### src/rtl/memory_arbiter_if.sv
// Bus bundle between the two requesters, the shared memory and memory_arbiter.
// Requester A/B: request, write_enable, address, write_data in; ack, read_data out.
// Memory side: write_enable, address, write_data out; read_data in. busy out.
// The master modport is the environment view, slave is the arbiter view.
interface memory_arbiter_if;
  localparam int unsigned DATA_W = 16;

  logic              a_request;
  logic              a_write_enable;
  logic [DATA_W-1:0] a_address;
  logic [DATA_W-1:0] a_write_data;
  logic              a_ack;
  logic [DATA_W-1:0] a_read_data;

  logic              b_request;
  logic              b_write_enable;
  logic [DATA_W-1:0] b_address;
  logic [DATA_W-1:0] b_write_data;
  logic              b_ack;
  logic [DATA_W-1:0] b_read_data;

  logic              memory_write_enable;
  logic [DATA_W-1:0] memory_address;
  logic [DATA_W-1:0] memory_write_data;
  logic [DATA_W-1:0] memory_read_data;
  logic              busy;

  modport master (
    output a_request, a_write_enable, a_address, a_write_data,
    input  a_ack, a_read_data,
    output b_request, b_write_enable, b_address, b_write_data,
    input  b_ack, b_read_data,
    input  memory_write_enable, memory_address, memory_write_data,
    output memory_read_data,
    input  busy
  );

  modport slave (
    input  a_request, a_write_enable, a_address, a_write_data,
    output a_ack, a_read_data,
    input  b_request, b_write_enable, b_address, b_write_data,
    output b_ack, b_read_data,
    output memory_write_enable, memory_address, memory_write_data,
    input  memory_read_data,
    output busy
  );
endinterface

### src/rtl/memory_arbiter.sv
// Round-robin arbiter giving two requesters (A = CPU, B = display/DMA)
// one-at-a-time access to a single shared memory with READ_LATENCY read delay.
// Ports: clock, reset (async, active-low), bus (memory_arbiter_if.slave) carrying
// both requester handshakes, the memory strobe/address/data and busy.
module memory_arbiter #(
  parameter int unsigned READ_LATENCY = 1
) (
  input  logic            clock,
  input  logic            reset,
  memory_arbiter_if.slave bus
);
  localparam int unsigned CNT_W  = 2;
  localparam int unsigned DATA_W = 16;

  typedef enum logic [1:0] {
    IDLE  = 2'd0,
    ISSUE = 2'd1,
    WAIT  = 2'd2,
    ACK   = 2'd3
  } state_t;

  state_t            state_q, state_d;
  logic [CNT_W-1:0]  cnt_q;
  logic              last_b_q;   // last granted requester, also the in-flight winner
  logic              we_q;
  logic [DATA_W-1:0] addr_q;
  logic [DATA_W-1:0] wdata_q;
  logic [DATA_W-1:0] a_rd_q, b_rd_q;
  logic              mem_we_q, a_ack_q, b_ack_q, busy_q;
  logic              mem_we_d, a_ack_d, b_ack_d, busy_d;
  logic              pick_b_c, grant_c, capture_c;

  // B wins only if A is idle or A was served last.
  assign pick_b_c  = bus.b_request && (!bus.a_request || !last_b_q);
  assign grant_c   = (state_q == IDLE) && (bus.a_request || bus.b_request);
  assign capture_c = (state_q == WAIT) && (cnt_q == '0);

  // State register.
  always_ff @(posedge clock or negedge reset) begin
    if (!reset) state_q <= IDLE;
    else        state_q <= state_d;
  end

  // Next-state logic.
  always_comb begin
    state_d = state_q;
    unique case (state_q)
      IDLE:    if (grant_c) state_d = ISSUE;
      ISSUE:   state_d = we_q ? ACK : WAIT;
      WAIT:    if (capture_c) state_d = ACK;
      ACK:     state_d = IDLE;
      default: state_d = IDLE;
    endcase
  end

  // Output next-values, registered below so they line up with the state they belong to.
  always_comb begin
    mem_we_d = 1'b0;
    a_ack_d  = 1'b0;
    b_ack_d  = 1'b0;
    busy_d   = (state_d != IDLE);
    if (grant_c) mem_we_d = pick_b_c ? bus.b_write_enable : bus.a_write_enable;
    if (state_d == ACK) begin
      a_ack_d = !last_b_q;
      b_ack_d = last_b_q;
    end
  end

  // Grant latch, latency counter, read capture and output registers.
  always_ff @(posedge clock or negedge reset) begin
    if (!reset) begin
      cnt_q    <= '0;
      last_b_q <= 1'b1;
      we_q     <= 1'b0;
      addr_q   <= '0;
      wdata_q  <= '0;
      a_rd_q   <= '0;
      b_rd_q   <= '0;
      mem_we_q <= 1'b0;
      a_ack_q  <= 1'b0;
      b_ack_q  <= 1'b0;
      busy_q   <= 1'b0;
    end else begin
      if (grant_c) begin
        last_b_q <= pick_b_c;
        we_q     <= pick_b_c ? bus.b_write_enable : bus.a_write_enable;
        addr_q   <= pick_b_c ? bus.b_address      : bus.a_address;
        wdata_q  <= pick_b_c ? bus.b_write_data   : bus.a_write_data;
      end
      if (state_q == ISSUE && !we_q)      cnt_q <= CNT_W'(READ_LATENCY - 1);
      else if (state_q == WAIT && !capture_c) cnt_q <= cnt_q - CNT_W'(1);
      if (capture_c) begin
        if (last_b_q) b_rd_q <= bus.memory_read_data;
        else          a_rd_q <= bus.memory_read_data;
      end
      mem_we_q <= mem_we_d;
      a_ack_q  <= a_ack_d;
      b_ack_q  <= b_ack_d;
      busy_q   <= busy_d;
    end
  end

  assign bus.memory_write_enable = mem_we_q;
  assign bus.memory_address      = addr_q;
  assign bus.memory_write_data   = wdata_q;
  assign bus.a_ack               = a_ack_q;
  assign bus.b_ack               = b_ack_q;
  assign bus.a_read_data         = a_rd_q;
  assign bus.b_read_data         = b_rd_q;
  assign bus.busy                = busy_q;
endmodule

### src/flat_wrapper.sv
// flat-port wrapper written by rule: the top's interface ports become plain ports
module memory_arbiter_flat 
#(
  parameter int unsigned READ_LATENCY = 1
)
  (clock, reset, bus_a_request, bus_a_write_enable, bus_a_address, bus_a_write_data, bus_a_ack, bus_a_read_data, bus_b_request, bus_b_write_enable, bus_b_address, bus_b_write_data, bus_b_ack, bus_b_read_data, bus_memory_write_enable, bus_memory_address, bus_memory_write_data, bus_memory_read_data, bus_busy);
  memory_arbiter_if bus_i ();
  input  logic clock;
  input  logic reset;
  input wire logic [$bits(bus_i.a_request)-1:0] bus_a_request;
  input wire logic [$bits(bus_i.a_write_enable)-1:0] bus_a_write_enable;
  input wire logic [$bits(bus_i.a_address)-1:0] bus_a_address;
  input wire logic [$bits(bus_i.a_write_data)-1:0] bus_a_write_data;
  output wire logic [$bits(bus_i.a_ack)-1:0] bus_a_ack;
  output wire logic [$bits(bus_i.a_read_data)-1:0] bus_a_read_data;
  input wire logic [$bits(bus_i.b_request)-1:0] bus_b_request;
  input wire logic [$bits(bus_i.b_write_enable)-1:0] bus_b_write_enable;
  input wire logic [$bits(bus_i.b_address)-1:0] bus_b_address;
  input wire logic [$bits(bus_i.b_write_data)-1:0] bus_b_write_data;
  output wire logic [$bits(bus_i.b_ack)-1:0] bus_b_ack;
  output wire logic [$bits(bus_i.b_read_data)-1:0] bus_b_read_data;
  output wire logic [$bits(bus_i.memory_write_enable)-1:0] bus_memory_write_enable;
  output wire logic [$bits(bus_i.memory_address)-1:0] bus_memory_address;
  output wire logic [$bits(bus_i.memory_write_data)-1:0] bus_memory_write_data;
  input wire logic [$bits(bus_i.memory_read_data)-1:0] bus_memory_read_data;
  output wire logic [$bits(bus_i.busy)-1:0] bus_busy;
  assign bus_i.a_request = bus_a_request;
  assign bus_i.a_write_enable = bus_a_write_enable;
  assign bus_i.a_address = bus_a_address;
  assign bus_i.a_write_data = bus_a_write_data;
  assign bus_a_ack = bus_i.a_ack;
  assign bus_a_read_data = bus_i.a_read_data;
  assign bus_i.b_request = bus_b_request;
  assign bus_i.b_write_enable = bus_b_write_enable;
  assign bus_i.b_address = bus_b_address;
  assign bus_i.b_write_data = bus_b_write_data;
  assign bus_b_ack = bus_i.b_ack;
  assign bus_b_read_data = bus_i.b_read_data;
  assign bus_memory_write_enable = bus_i.memory_write_enable;
  assign bus_memory_address = bus_i.memory_address;
  assign bus_memory_write_data = bus_i.memory_write_data;
  assign bus_i.memory_read_data = bus_memory_read_data;
  assign bus_busy = bus_i.busy;
  memory_arbiter #(.READ_LATENCY(READ_LATENCY)) u_core (.clock(clock), .reset(reset), .bus(bus_i));
endmodule
### config.mk
export PLATFORM = sky130hd
export DESIGN_NAME = memory_arbiter_flat
export DESIGN_NICKNAME = d
export VERILOG_FILES = /design/src/rtl/memory_arbiter_if.sv /design/src/rtl/memory_arbiter.sv /design/src/flat_wrapper.sv
export SDC_FILE = /design/constraint.sdc
export NUM_CORES = 1
export LEC_CHECK = 0
export ABC_AREA = 0
export CAP_MARGIN = 20
export CELL_PAD_IN_SITES_DETAIL_PLACEMENT = 1
export CELL_PAD_IN_SITES_GLOBAL_PLACEMENT = 1
export CORE_UTILIZATION = 30
export CTS_CLUSTER_DIAMETER = 40
export CTS_CLUSTER_SIZE = 25
export DETAILED_ROUTE_END_ITERATION = 16
export HOLD_SLACK_MARGIN = 0.05
export PLACE_DENSITY_LB_ADDON = 0.1
export REMOVE_ABC_BUFFERS = 1
export SLEW_MARGIN = 30
export SYNTH_ARGS = -nofsm -noshare
export SYNTH_HDL_FRONTEND = slang
export SYNTH_SLANG_ARGS = --single-unit
export TNS_END_PERCENT = 20
### constraint.sdc
create_clock -name clock -period 1.6 [get_ports clock]
set_input_delay 0.48 -clock clock [delete_from_list [all_inputs] [get_ports clock]]
set_output_delay 0.48 -clock clock [all_outputs]
set_load 0.01 [all_outputs]
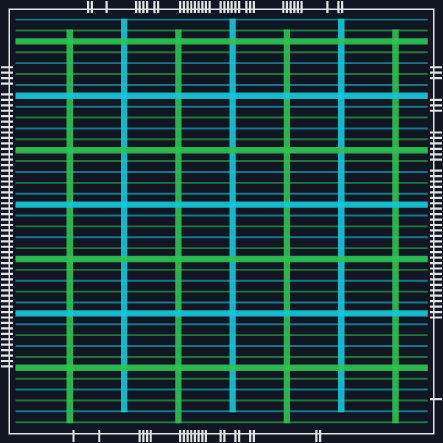
**Above:** run 1 (floorplan with the power grid).
(4 px per um) Pins as bars on the die edge.
[VDD] cyan
[VSS] green
met1 rails: 38
rows: 37
met4 straps: 7
maximum VDD drop: 0.000618 V
die height: 106 um

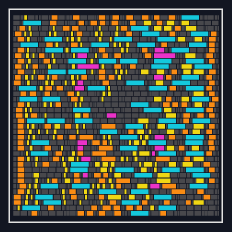
**Above:** run 1 (cells colored by class).
(2 px per um) Fill, decap, tap and diode cells in gray.
[flip-flops] cyan | cells: 74
[all other logic] yellow | cells: 194
[clock drivers and dummy loads] magenta | cells: 16
[other buffers and delay cells] orange | cells: 167
number of standard-cell rows in the floorplan: 37
core area: 0.0104 mm2
Final Core Density: 49.9%
total non-filler cell area in the finished layout: 0.00518 mm2

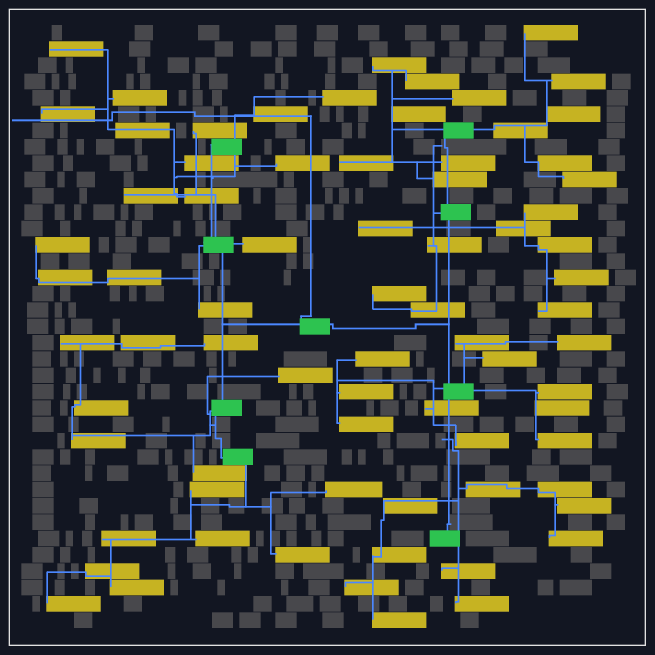
**Above:** run 1 (clock wires, drivers and flops).
(6 px per um)
[flip-flops] yellow | count: 74
[cells driving clock nets] green | count: 9
[clock wires] blue | length: 1060 um
routed clock nets: 10
power consumed by the clock network: 0.00166 W
latest clock arrival within the worst-skew pair: 0.34 ns
clock network fraction of design power: 17.9%

==> run 1: metal layers <==
metal / up-vias / wire, um / global-route usage (%)
met3: 11 / 865 / 6.80
li1: 1288 / - / -
met5: - / 0 / 0
met2: 105 / 4290 / 28.9
met4: 0 / 129 / 6.85
met1: 1290 / 3900 / 21.2
==> run 1: layout make-up <==
class | count | area (um2) | area share (%)
tap | 136 | 170 | 3.29
clock inverter | 6 | 90.1 | 1.74
timing repair buffer | 167 | 1670 | 32.3
sequential | 74 | 1850 | 35.8
inverter | 4 | 15.0 | 0.290
clock buffer | 10 | 138 | 2.66
multi-input combinational | 190 | 1240 | 24.0
==> run 1: cell families after synthesis <==
logic type / after synthesis / share of synthesized area [%]
buffers and inverters: 20 / 4.49
adder cells (fa/ha/maj): 4 / 1.55
XOR/XNOR: 1 / 0.271
multiplexers: 33 / 12.6
AND/OR/NAND/NOR: 77 / 10.4
AND-OR/OR-AND: 75 / 13.3
flip-flops: 74 / 57.4
==> run 1: path summary, 6_finish.rpt <==
path                                              start                                to  slack, ns  cells after the start
setup / recovery           u_core.bus.memory_address[0]             bus_memory_address[0]       0.09                      1
hold / removal                u_core.bus.b_read_data[8]         u_core.bus.b_read_data[8]       0.50                      1
setup reg to reg                        u_core.last_b_q         u_core.bus.a_read_data[3]       0.12                      3
hold reg to reg               u_core.bus.b_read_data[8]         u_core.bus.b_read_data[8]       0.50                      1
max in group asynchronous                         reset  u_core.bus.memory_write_data[11]       0.53                      3
min in group asynchronous                         reset                   u_core.bus.busy       0.57                      2
==> run 1: what timing repair did <==
item,CTS,global route
gates resized,68,5
hold buffers,1,0
pin swaps,0,1
hold endpoints to repair,17,0
setup endpoints to repair,68,43
buffers inserted,0,1
==> flow_summary.html, run 1 <==
<!-- implementation run metrics -->
<table>
<tr><th>Metric</th><th>Value</th></tr>
<tr><th colspan="2">GRT</th></tr>
<tr><td>GRT Total Usage</td><td>17.8%</td></tr>
<tr><td>Via count of the first global-routing pass</td><td>slightly below 3000</td></tr>
<tr><th colspan="2">Synthesis</th></tr>
<tr><td>Post-Synthesis Cells</td><td>about 280</td></tr>
<tr><td>Top FF cell, synth</td><td>dfrtp_1</td></tr>
<tr><td>Post-synthesis chip area from yosys</td><td>between 0.003 and 0.004 mm2</td></tr>
<tr><td>Top cells by area, synth</td><td>dfrtp_1 (57%), a21oi_1 (9.6%), mux2_2 (7.7%)</td></tr>
<tr><th colspan="2">Timing</th></tr>
<tr><td>Number of failing hold endpoints at the final stage</td><td>0</td></tr>
<tr><td>Highest attainable clock frequency</td><td>between 0.6 and 0.7 GHz</td></tr>
<tr><td>Final setup violating endpoints</td><td>0</td></tr>
<tr><td>Setup repair after global routing missed its margin</td><td>no</td></tr>
<tr><td>Slew headroom</td><td>78.5%</td></tr>
<tr><th colspan="2">Layout</th></tr>
<tr><td>Nets@finish</td><td>approximately 540</td></tr>
<tr><td>Number of inserted diodes</td><td>0</td></tr>
<tr><td>Most frequent cells in the layout</td><td>clkdlybuf4s50_1 (83), dfrtp_1 (73), dlygate4sd2_1 (68)</td></tr>
<tr><td>Share of cells above drive strength 1</td><td>roughly 17%</td></tr>
<tr><th colspan="2">Worst setup path</th></tr>
<tr><td>Cell breakdown of the critical path</td><td>dlygate4sd2_1</td></tr>
<tr><td>Critical path data required time</td><td>~1.1 ns</td></tr>
<tr><td>Kind of end point of the critical path</td><td>primary output</td></tr>
<tr><td>Standard cell with the maximum stage delay on the critical path</td><td>dfrtp_1</td></tr>
<tr><th colspan="2">Min path</th></tr>
<tr><td>Worst Hold Class</td><td>register to register</td></tr>
<tr><th colspan="2">Drt</th></tr>
<tr><td>Initial DRC Count</td><td>67</td></tr>
<tr><td>Residual antenna-violating net count after detailed routing</td><td>0</td></tr>
<tr><td>DRC violations left</td><td>0</td></tr>
<tr><th colspan="2">Placed design</th></tr>
<tr><td># port buffers</td><td>roughly 150</td></tr>
<tr><td>Placed cell count</td><td>569</td></tr>
<tr><td>Total cell area at the placement stage</td><td>approximately 0.005 mm2</td></tr>
<tr><td>Half-perimeter wire length after placement</td><td>roughly 6.6 mm</td></tr>
<tr><td>Final weighted congestion in routability-driven placement</td><td>around 0.73</td></tr>
<tr><th colspan="2">Outcome</th></tr>
<tr><td>Result of the run</td><td>finished clean</td></tr>
<tr><th colspan="2">Clock tree</th></tr>
<tr><td>Clock transition at the register clock pins on the worst setup and hold paths after CTS</td><td>~0.08 ns</td></tr>
<tr><td>Root buf cell</td><td>clkbuf_8</td></tr>
<tr><td>CTS sink count</td><td>74</td></tr>
<tr><td>Clock buffer count from CTS</td><td>9</td></tr>
<tr><th colspan="2">Power and ir drop</th></tr>
<tr><td>Power Dens Cells</td><td>1790 mW/mm2</td></tr>
<tr><td>Top power group</td><td>combinational cells</td></tr>
<tr><td>Internal power component</td><td>roughly 0.0060 W</td></tr>
<tr><td>Power in combinational cells</td><td>approximately 0.0043 W</td></tr>
<tr><td>Combinational share of power</td><td>between 40% and 50%</td></tr>
<tr><th colspan="2">Floorplanning</th></tr>
<tr><td>Initial Utilization</td><td>31.2%</td></tr>
</table>
==> inputs of run 2 (changes only) <==
--- a/config.mk
+++ b/config.mk
@@ -16,7 +16,7 @@
 export HOLD_SLACK_MARGIN = 0.05
 export PLACE_DENSITY_LB_ADDON = 0.1
 export REMOVE_ABC_BUFFERS = 1
-export SLEW_MARGIN = 30
+export SLEW_MARGIN = 25
 export SYNTH_ARGS = -nofsm -noshare
 export SYNTH_HDL_FRONTEND = slang
 export SYNTH_SLANG_ARGS = --single-unit
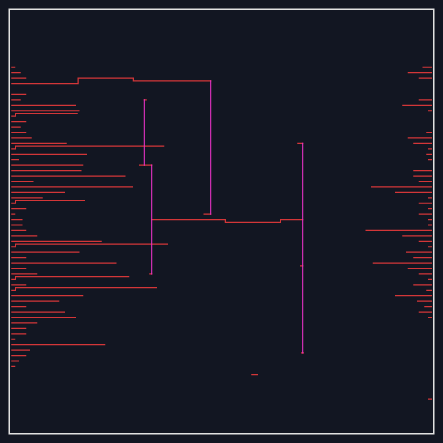
**Above:** run 2 (signal wires by layer).
(4 px per um) Two of the layers only.
[met3] red | wire length: 866 um
[met4] magenta | wire length: 129 um
wire length per cell after detailed routing: 15.7 um
total number of vias: 2694

==> flow_summary.html, run 2 <==
<!-- implementation run metrics -->
<table>
<tr><th>Metric</th><th>Value</th></tr>
<tr><th colspan="2">GRT</th></tr>
<tr><td>GRT Total Usage</td><td>17.8% (unchanged)</td></tr>
<tr><td>Via count of the first global-routing pass</td><td>2970 (unchanged)</td></tr>
<tr><td>Antenna violations before repair</td><td>0 (unchanged)</td></tr>
<tr><th colspan="2">Min path</th></tr>
<tr><td>Worst Hold Class</td><td>register to register (unchanged)</td></tr>
<tr><th colspan="2">Layout</th></tr>
<tr><td>Total non-filler cell area in the finished layout</td><td>0.00518 mm2 (unchanged)</td></tr>
<tr><td>Number of inserted diodes</td><td>0 (unchanged)</td></tr>
<tr><td>Share of cells above drive strength 1</td><td>17.3% (unchanged)</td></tr>
<tr><td>Most frequent cells in the layout</td><td>clkdlybuf4s50_1 (83), dfrtp_1 (73), dlygate4sd2_1 (68) (unchanged)</td></tr>
<tr><td>Nets@finish</td><td>536 (unchanged)</td></tr>
<tr><th colspan="2">Timing</th></tr>
<tr><td>Setup repair after global routing missed its margin</td><td>no (unchanged)</td></tr>
<tr><td>Number of failing hold endpoints at the final stage</td><td>0 (unchanged)</td></tr>
<tr><td>Slew headroom</td><td>78.5% (unchanged)</td></tr>
<tr><td>Worst slew pin tran</td><td>0.322 ns (unchanged)</td></tr>
<tr><td>Highest attainable clock frequency</td><td>0.662 GHz (unchanged)</td></tr>
<tr><th colspan="2">Drt</th></tr>
<tr><td>DRC violations left</td><td>0 (unchanged)</td></tr>
<tr><td>Residual antenna-violating net count after detailed routing</td><td>0 (unchanged)</td></tr>
<tr><td>Initial DRC Count</td><td>67 (unchanged)</td></tr>
<tr><th colspan="2">Worst setup path</th></tr>
<tr><td>Cell breakdown of the critical path</td><td>dlygate4sd2_1 (unchanged)</td></tr>
<tr><td>Critical path data required time</td><td>1.12 ns (about the same)</td></tr>
<tr><td>Setup slack of the most critical reg-to-reg path</td><td>0.12 ns (about the same)</td></tr>
<tr><td>Worst path arrival time</td><td>1.03 ns (about the same)</td></tr>
<tr><td>Standard cell with the maximum stage delay on the critical path</td><td>dfrtp_1 (unchanged)</td></tr>
<tr><td>Kind of cell adding the most delay to the critical path</td><td>flip-flops (unchanged)</td></tr>
<tr><td>Kind of end point of the critical path</td><td>primary output (unchanged)</td></tr>
<tr><th colspan="2">Clock tree</th></tr>
<tr><td>CTS hold repair buffers</td><td>1 (unchanged)</td></tr>
<tr><td>CTS sink count</td><td>74 (unchanged)</td></tr>
<tr><td>Clock buffer count from CTS</td><td>9 (unchanged)</td></tr>
<tr><td>Total of cells resized after clock tree synthesis</td><td>68 (unchanged)</td></tr>
<tr><td>Latest clock arrival within the worst-skew pair</td><td>0.34 ns (about the same)</td></tr>
<tr><td>Post-CTS setup buffer count</td><td>0 (unchanged)</td></tr>
<tr><td>Clock transition at the register clock pins on the worst setup and hold paths after CTS</td><td>0.08 ns (about the same)</td></tr>
<tr><td>Root buf cell</td><td>clkbuf_8 (unchanged)</td></tr>
<tr><th colspan="2">Synthesis</th></tr>
<tr><td>Post-Synthesis Cells</td><td>284 (unchanged)</td></tr>
<tr><td>Top cells by area, synth</td><td>dfrtp_1 (57%), a21oi_1 (9.6%), mux2_2 (7.7%) (unchanged)</td></tr>
<tr><td>Top FF cell, synth</td><td>dfrtp_1 (unchanged)</td></tr>
<tr><td>Post-synthesis chip area from yosys</td><td>0.00323 mm2 (unchanged)</td></tr>
<tr><th colspan="2">Power and ir drop</th></tr>
<tr><td>Maximum VDD drop</td><td>0.000618 V (unchanged)</td></tr>
<tr><td>Combinational share of power</td><td>46.7% (about the same)</td></tr>
<tr><td>Internal power component</td><td>0.00602 W (unchanged)</td></tr>
<tr><td>Power consumed by the clock network</td><td>0.00166 W (about the same)</td></tr>
<tr><td>Top power group</td><td>combinational cells (unchanged)</td></tr>
<tr><td>Clock network fraction of design power</td><td>17.9% (about the same)</td></tr>
<tr><td>Power in combinational cells</td><td>0.00432 W (about the same)</td></tr>
<tr><td>Power Dens Cells</td><td>1790 mW/mm2 (unchanged)</td></tr>
<tr><th colspan="2">Placed design</th></tr>
<tr><td>Final weighted congestion in routability-driven placement</td><td>0.726 (unchanged)</td></tr>
<tr><td># port buffers</td><td>153 (unchanged)</td></tr>
<tr><td>Half-perimeter wire length after placement</td><td>6.61 mm (unchanged)</td></tr>
<tr><td>Total cell area at the placement stage</td><td>0.00499 mm2 (unchanged)</td></tr>
<tr><th colspan="2">Outcome</th></tr>
<tr><td>Result of the run</td><td>finished clean (unchanged)</td></tr>
<tr><th colspan="2">Floorplanning</th></tr>
<tr><td>Core area</td><td>0.0104 mm2 (unchanged)</td></tr>
</table>
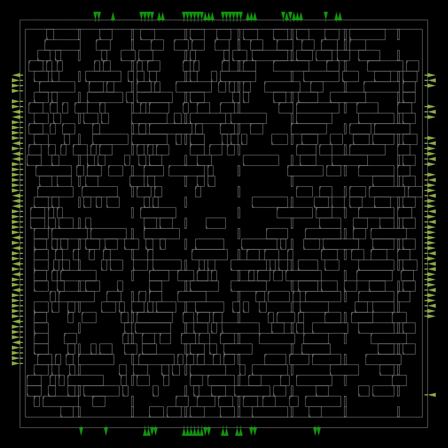
**Above:** run 2 (cell outlines without signal wires).
Non-Filler Instances: 587
fillers: 1164
count of flip-flops and latches: 74
tapcells inserted: 136
sequential portion of the cell area: 35.8%

run 2: layout make-up:
cell class              instances  area [um2]
repair buffers                167        1670
clock buffers                  10         138
fillers                      1164        5190
multi-input cells             190        1240
inverters                       4        15.0
clock inverters                 6        90.1
flip-flops and latches         74        1850
well taps                     136         170
run 2: cell families after synthesis:
| logic type | after synthesis | synth area share [%] |
|---|---|---|
| compound gates | 75 | 13.3 |
| xor+xnor | 1 | 0.271 |
| fa+ha+maj | 4 | 1.55 |
| buf+inv | 20 | 4.49 |
| flops | 74 | 57.4 |
| mux | 33 | 12.6 |
| simple gates | 77 | 10.4 |
run 2: path summary, 6_finish.rpt:
| path | endpoint | cells past startpoint | startpoint |
|---|---|---|---|
| hold reg to reg | u_core.bus.b_read_data[8] | 1 | u_core.bus.b_read_data[8] |
| hold / removal | u_core.bus.b_read_data[8] | 1 | u_core.bus.b_read_data[8] |
| setup reg to reg | u_core.bus.a_read_data[3] | 3 | u_core.last_b_q |
| setup / recovery | bus_memory_address[0] | 1 | u_core.bus.memory_address[0] |
| max in group asynchronous | u_core.bus.memory_write_data[11] | 3 | reset |
| min in group asynchronous | u_core.bus.busy | 2 | reset |
run 2: metrics by stage:
step	setup slack, ns	total power, W	utilization, %	hold WS, ns	cells
after floorplan	-0.0480	0.00550	-	0.184	268
after global placement	-0.242	0.00811	48.1	0.392	569
after detailed placement	-0.292	0.00827	48.1	0.390	569
after CTS	0.000306	0.00934	49.6	0.508	586
after global routing	0.0190	0.00997	49.9	0.525	587
final	0.0892	0.00925	49.9	0.503	587
run 2: routing by layer:
layer	part of all wire, %	track usage [%]	wire, um
met2	47	28.9	4290
met4	1.4	6.85	129
met3	9.4	6.80	865
met5	0	0	0
met1	42	21.2	3900
**Run 2: clock wires, drivers and flops**

(6 px per um)
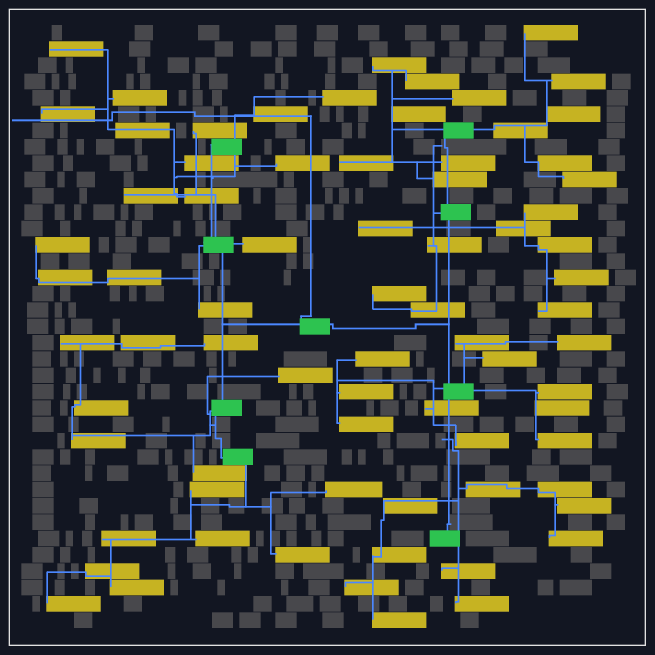

==> inputs of run 3 (changes only) <==
==> constraint.sdc (replaced) <==
create_clock -name clock -period 1.6 [get_ports clock]
set_input_delay 0.32 -clock clock [delete_from_list [all_inputs] [get_ports clock]]
set_output_delay 0.32 -clock clock [all_outputs]
set_load 0.01 [all_outputs]
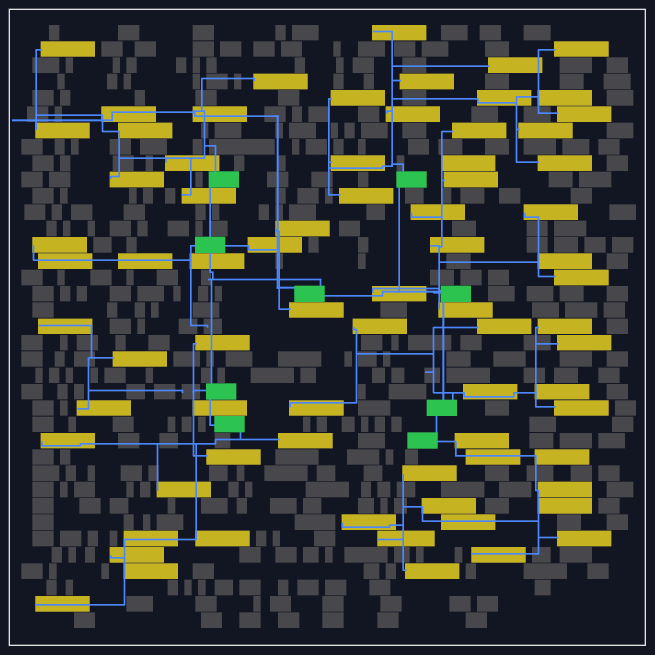
**Above:** run 3 (clock wires, drivers and flops).
(6 px per um)
[cells driving clock nets] green | count: 9
[flip-flops] yellow | count: 74
[clock wires] blue | length: 1000 um
flops lie: all over the die
routed clock nets: 10
power consumed by the clock network: 0.00145 W
clock network fraction of design power: 15.2%
setup skew after layout: 0.0159 ns

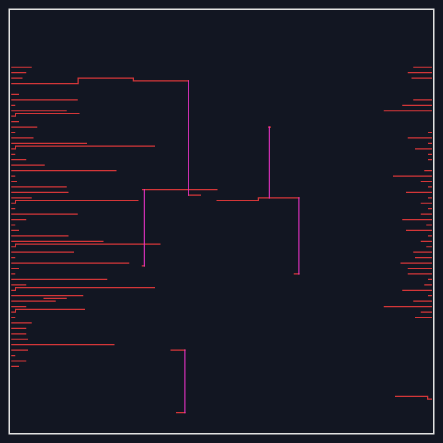
**Above:** run 3 (signal wires by layer).
(4 px per um) Two of the layers only.
[met4] magenta | wire length: 100 um
[met3] red | wire length: 812 um
GRT Total Usage: 17.3%
total number of vias: 2747
wire length per cell after detailed routing: 16.0 um

==> flow_summary.html, run 3 <==
<!-- implementation run metrics -->
<table>
<tr><th>Metric</th><th>Value</th></tr>
<tr><th colspan="2">Timing</th></tr>
<tr><td>Setup repair after global routing missed its margin</td><td>no (unchanged)</td></tr>
<tr><td>Number of failing hold endpoints at the final stage</td><td>0 (unchanged)</td></tr>
<tr><td>Final setup violating endpoints</td><td>0 (unchanged)</td></tr>
<tr><th colspan="2">Layout</th></tr>
<tr><td>Share of cells above drive strength 1</td><td>17.3% (about the same)</td></tr>
<tr><td>Non-clock buffer total of the final layout</td><td>168 (was 167)</td></tr>
<tr><td>Clock buffer instance count of the final layout</td><td>10 (unchanged)</td></tr>
<tr><td>Number of inserted diodes</td><td>0 (unchanged)</td></tr>
<tr><td>Non-clk invs</td><td>4 (unchanged)</td></tr>
<tr><td>MI comb cells</td><td>190 (unchanged)</td></tr>
<tr><td>Comb. cell area</td><td>0.00124 mm2 (about the same)</td></tr>
<tr><td>Non-Filler Instances</td><td>588 (was 587)</td></tr>
<tr><td>Comb area share</td><td>23.3% (was 24.0%)</td></tr>
<tr><td>Total non-filler cell area in the finished layout</td><td>0.00531 mm2 (was 0.00518 mm2)</td></tr>
<tr><td>Area occupied by registers</td><td>0.00185 mm2 (unchanged)</td></tr>
<tr><th colspan="2">Drt</th></tr>
<tr><td>DRC violations left</td><td>0 (unchanged)</td></tr>
<tr><td>Initial DRC Count</td><td>71 (was 67)</td></tr>
<tr><th colspan="2">Synthesis</th></tr>
<tr><td>Post-Synthesis Cells</td><td>284 (unchanged)</td></tr>
<tr><td>Top FF cell, synth</td><td>dfrtp_1 (unchanged)</td></tr>
<tr><td>Adder and majority cell fraction of the synthesized area</td><td>1.55% (unchanged)</td></tr>
<tr><th colspan="2">Floorplanning</th></tr>
<tr><td>Initial Utilization</td><td>31.2% (unchanged)</td></tr>
<tr><th colspan="2">Outcome</th></tr>
<tr><td>Result of the run</td><td>finished clean (unchanged)</td></tr>
<tr><th colspan="2">Placed design</th></tr>
<tr><td>Half-perimeter wire length after placement</td><td>6.67 mm (was 6.61 mm)</td></tr>
<tr><th colspan="2">Worst setup path</th></tr>
<tr><td>Worst path arrival time</td><td>1.24 ns (was 1.03 ns)</td></tr>
<tr><td>Critical path data required time</td><td>1.28 ns (was 1.12 ns)</td></tr>
<tr><th colspan="2">Clock tree</th></tr>
<tr><td>Root buf cell</td><td>clkbuf_8 (unchanged)</td></tr>
<tr><td>CTS sink count</td><td>74 (unchanged)</td></tr>
</table>
-- run 3: worst max path at each step --
| stage | start | end | slack, ns | cells after the start |
|---|---|---|---|---|
| finish | u_core.bus.b_read_data[7] | bus_b_read_data[7] | 0.04 | 1 |
| global route | u_core.bus.b_read_data[8] | bus_b_read_data[8] | 0.0006 | 1 |
| CTS | u_core.bus.memory_write_data[12] | bus_memory_write_data[12] | 0.002 | 1 |
| detailed placement | bus_a_request | u_core.bus.busy | -0.14 | 5 |
| global placement | bus_a_request | u_core.bus.busy | -0.09 | 5 |
| floorplan | u_core.state_q[0] | u_core.we_q | -0.05 | 4 |
-- run 3: metal layers --
| layer | share of wire (%) | vias to the layer above | track usage, % |
|---|---|---|---|
| li1 | - | 1294 | - |
| met2 | 48 | 107 | 29.6 |
| met4 | 1.1 | 0 | 5.36 |
| met3 | 8.6 | 10 | 6.62 |
| met1 | 42 | 1336 | 19.8 |
| met5 | 0 | - | 0 |
-- run 3: stage by stage --
step                      utilization (%)  setup WS, ns  hold WS (ns)
after floorplan                         -       -0.0480        0.0244
after global placement               48.2       -0.0949         0.256
after detailed placement             48.2        -0.137         0.249
after CTS                            50.1       0.00163         0.435
after global routing                 51.2      0.000589         0.448
final                                51.2        0.0408         0.431
-- run 3: cells by family after synthesis --
kind of cell | after synthesis
and+or+nand+nor | 77
xor gates and xnor gates | 1
buffers and inverters | 20
AOI/OAI and AO/OA | 75
muxes | 33
DFF | 74
adders and majority gates | 4
-- run 3: what timing repair did --
item                                    CTS  global route
setup buffers                             0             1
hold endpoints to repair                 20             0
hold buffers                              1             0
resized                                   6            38
endpoints found under the setup margin    6            84
pin swaps                                 0             1
Power and IR drop assume default switching activity.
